port_trees.png
Scale: 6 px per um.
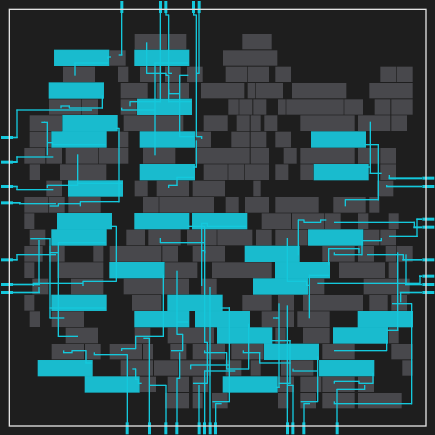
congestion_map.png
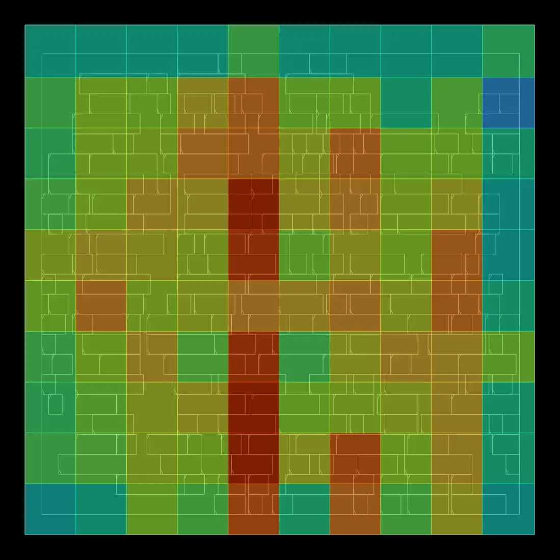
ff_map.png
Scale: 4 px per um. Other sequential cells in the stronger gray, the rest of the logic in the fainter gray.
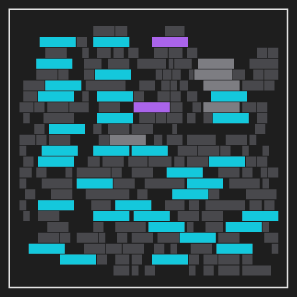
pinout.png
Scale: 4 px per um. Pins as bars across the die edge, other pins in gray.
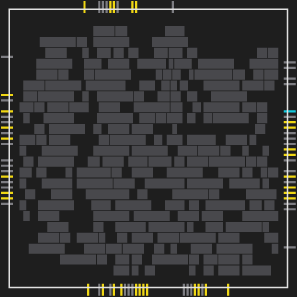
File: src/rtl/div_config_sequencer.sv
// Divider configuration sequencer: accepts a divide ratio, strobes it into the
// divider (LOAD), lets it settle one cycle, then runs the divider on request.
module div_config_sequencer #(
  parameter int WIDTH = 32
) (
  input  logic             clk,
  input  logic             reset,
  input  logic             cfgValid,
  input  logic [WIDTH-1:0] cfgData,
  output logic             cfgReady,
  input  logic             runReq,
  output logic             enable,
  output logic             configDiv,
  output logic [WIDTH-1:0] din,
  output logic             running,
  output logic             cfgErr
);

  // state  | meaning
  // IDLE   | divider stopped, ratio transfers accepted
  // LOAD   | configDiv high, divider captures din
  // SETTLE | configDiv low, divisor latched, one quiet cycle
  // RUN    | divider enabled, ratio transfers accepted
  localparam logic [1:0] ST_IDLE   = 2'd0;
  localparam logic [1:0] ST_LOAD   = 2'd1;
  localparam logic [1:0] ST_SETTLE = 2'd2;
  localparam logic [1:0] ST_RUN    = 2'd3;

  logic [1:0] state, state_nxt;
  logic       loaded, loaded_nxt;
  logic       xfer, reject;

  // cfgReady is a registered copy of (state is IDLE or RUN)
  assign xfer   = cfgValid && cfgReady;
  assign reject = xfer && (cfgData == WIDTH'(1));

  always_comb begin
    state_nxt  = state;
    loaded_nxt = loaded;
    if (reject) begin
      state_nxt = state;
    end else if (xfer) begin
      state_nxt  = ST_LOAD;
      loaded_nxt = 1'b1;
    end else begin
      case (state)
        ST_IDLE:   if (runReq && loaded) state_nxt = ST_RUN;
        ST_LOAD:   state_nxt = ST_SETTLE;
        ST_SETTLE: state_nxt = (runReq && loaded) ? ST_RUN : ST_IDLE;
        ST_RUN:    if (!runReq) state_nxt = ST_IDLE;
        default:   state_nxt = ST_IDLE;
      endcase
    end
  end

  // Outputs decode the next state so they are registered yet align with it;
  // enable and configDiv therefore can never be high together.
  always_ff @(posedge clk or negedge reset) begin
    if (!reset) begin
      state     <= ST_IDLE;
      loaded    <= 1'b0;
      din       <= '0;
      enable    <= 1'b0;
      running   <= 1'b0;
      configDiv <= 1'b0;
      cfgReady  <= 1'b1;
      cfgErr    <= 1'b0;
    end else begin
      state     <= state_nxt;
      loaded    <= loaded_nxt;
      if (xfer && !reject) din <= cfgData;
      enable    <= (state_nxt == ST_RUN);
      running   <= (state_nxt == ST_RUN);
      configDiv <= (state_nxt == ST_LOAD);
      cfgReady  <= (state_nxt == ST_IDLE) || (state_nxt == ST_RUN);
      cfgErr    <= reject;
    end
  end

endmodule

File: config.mk
export PLATFORM = sky130hd
export DESIGN_NAME = div_config_sequencer
export DESIGN_NICKNAME = d
export VERILOG_FILES = /design/src/rtl/div_config_sequencer.sv
export SDC_FILE = /design/constraint.sdc
export NUM_CORES = 1
export LEC_CHECK = 0
export CORE_MARGIN = 2
export CORE_UTILIZATION = 37
export CTS_CLUSTER_DIAMETER = 100
export DETAILED_ROUTE_END_ITERATION = 10
export MAX_ROUTING_LAYER = met4
export PLACE_DENSITY_LB_ADDON = 0.12
export SLEW_MARGIN = 10
export SYNTH_ARGS = -nofsm -noshare
export SYNTH_HDL_FRONTEND = slang
export SYNTH_SLANG_ARGS = --single-unit
File: constraint.sdc
create_clock -name clk -period 1.45 [get_ports clk]
set_input_delay 0.145 -clock clk [delete_from_list [all_inputs] [get_ports clk]]
set_output_delay 0.145 -clock clk [all_outputs]
set_load 0.05 [all_outputs]
==> flow_summary.ini <==
; synthesis and place-and-route metrics
[run]
tool_warnings = 29

[worst_setup_path]
reg2regPathDepth = 6
critical_path.endpoint = din[6]
crit_chain = and2_4 > o21ai_4 > buf_6 > buf_6 > buf_12 > mux2_4
cp.required_ns = 1.63
path_buffers = 3

[logic_synthesis]
mux_share = 0.229
synth-edff-count = 0
synth_area_mm2 = 0.00157

[layout]
area_delta_synth_final_pct = 74.9
nNonClkBuffers = 92

[global_route]
grt_max_degree = 25
use_met3 = 0.0523

[detailed_routing]
highest_layer = met4
via_per_inst = 4.89
drtIter0Drc = 58
vias = 1217
wl_met1_um = 1790

[final_timing]
finalSetupViolCount = 22
fin_ws_ns = -0.0933
post-route-min-period_ns = 1.54
maxSlewViolCount = 0

[status]
violations = setup timing
status = finished with violations

[pwr]
switchingPower_mw = 3.24
p_per_area_mw_per_mm2 = 2630
power_mw = 7.24
clockPowerShare = 0.129

[cts]
cts_made_buffers = 5

[place]
port_buffers = 72
-- port_trees.png (at the start) --
- cyan: din (bits 32; direction output; edge 12 bottom, 8 right, 7 left, 5 top; end cells 32; buffers 32; wire 938 um)

-- congestion_map.png (at the start) --
global routing usage on met1: 0.245
Tot GR Track Use: 0.203

-- ff_map.png (at the start) --
- purple: state (flops 2)
- cyan: din (flops 32; where all over the die)

-- pinout.png (at the start) --
- yellow: din (pins 32; direction output; edge 12 bottom, 8 right, 7 left, 5 top)
- cyan: configDiv (pins 1; direction output; edge right)

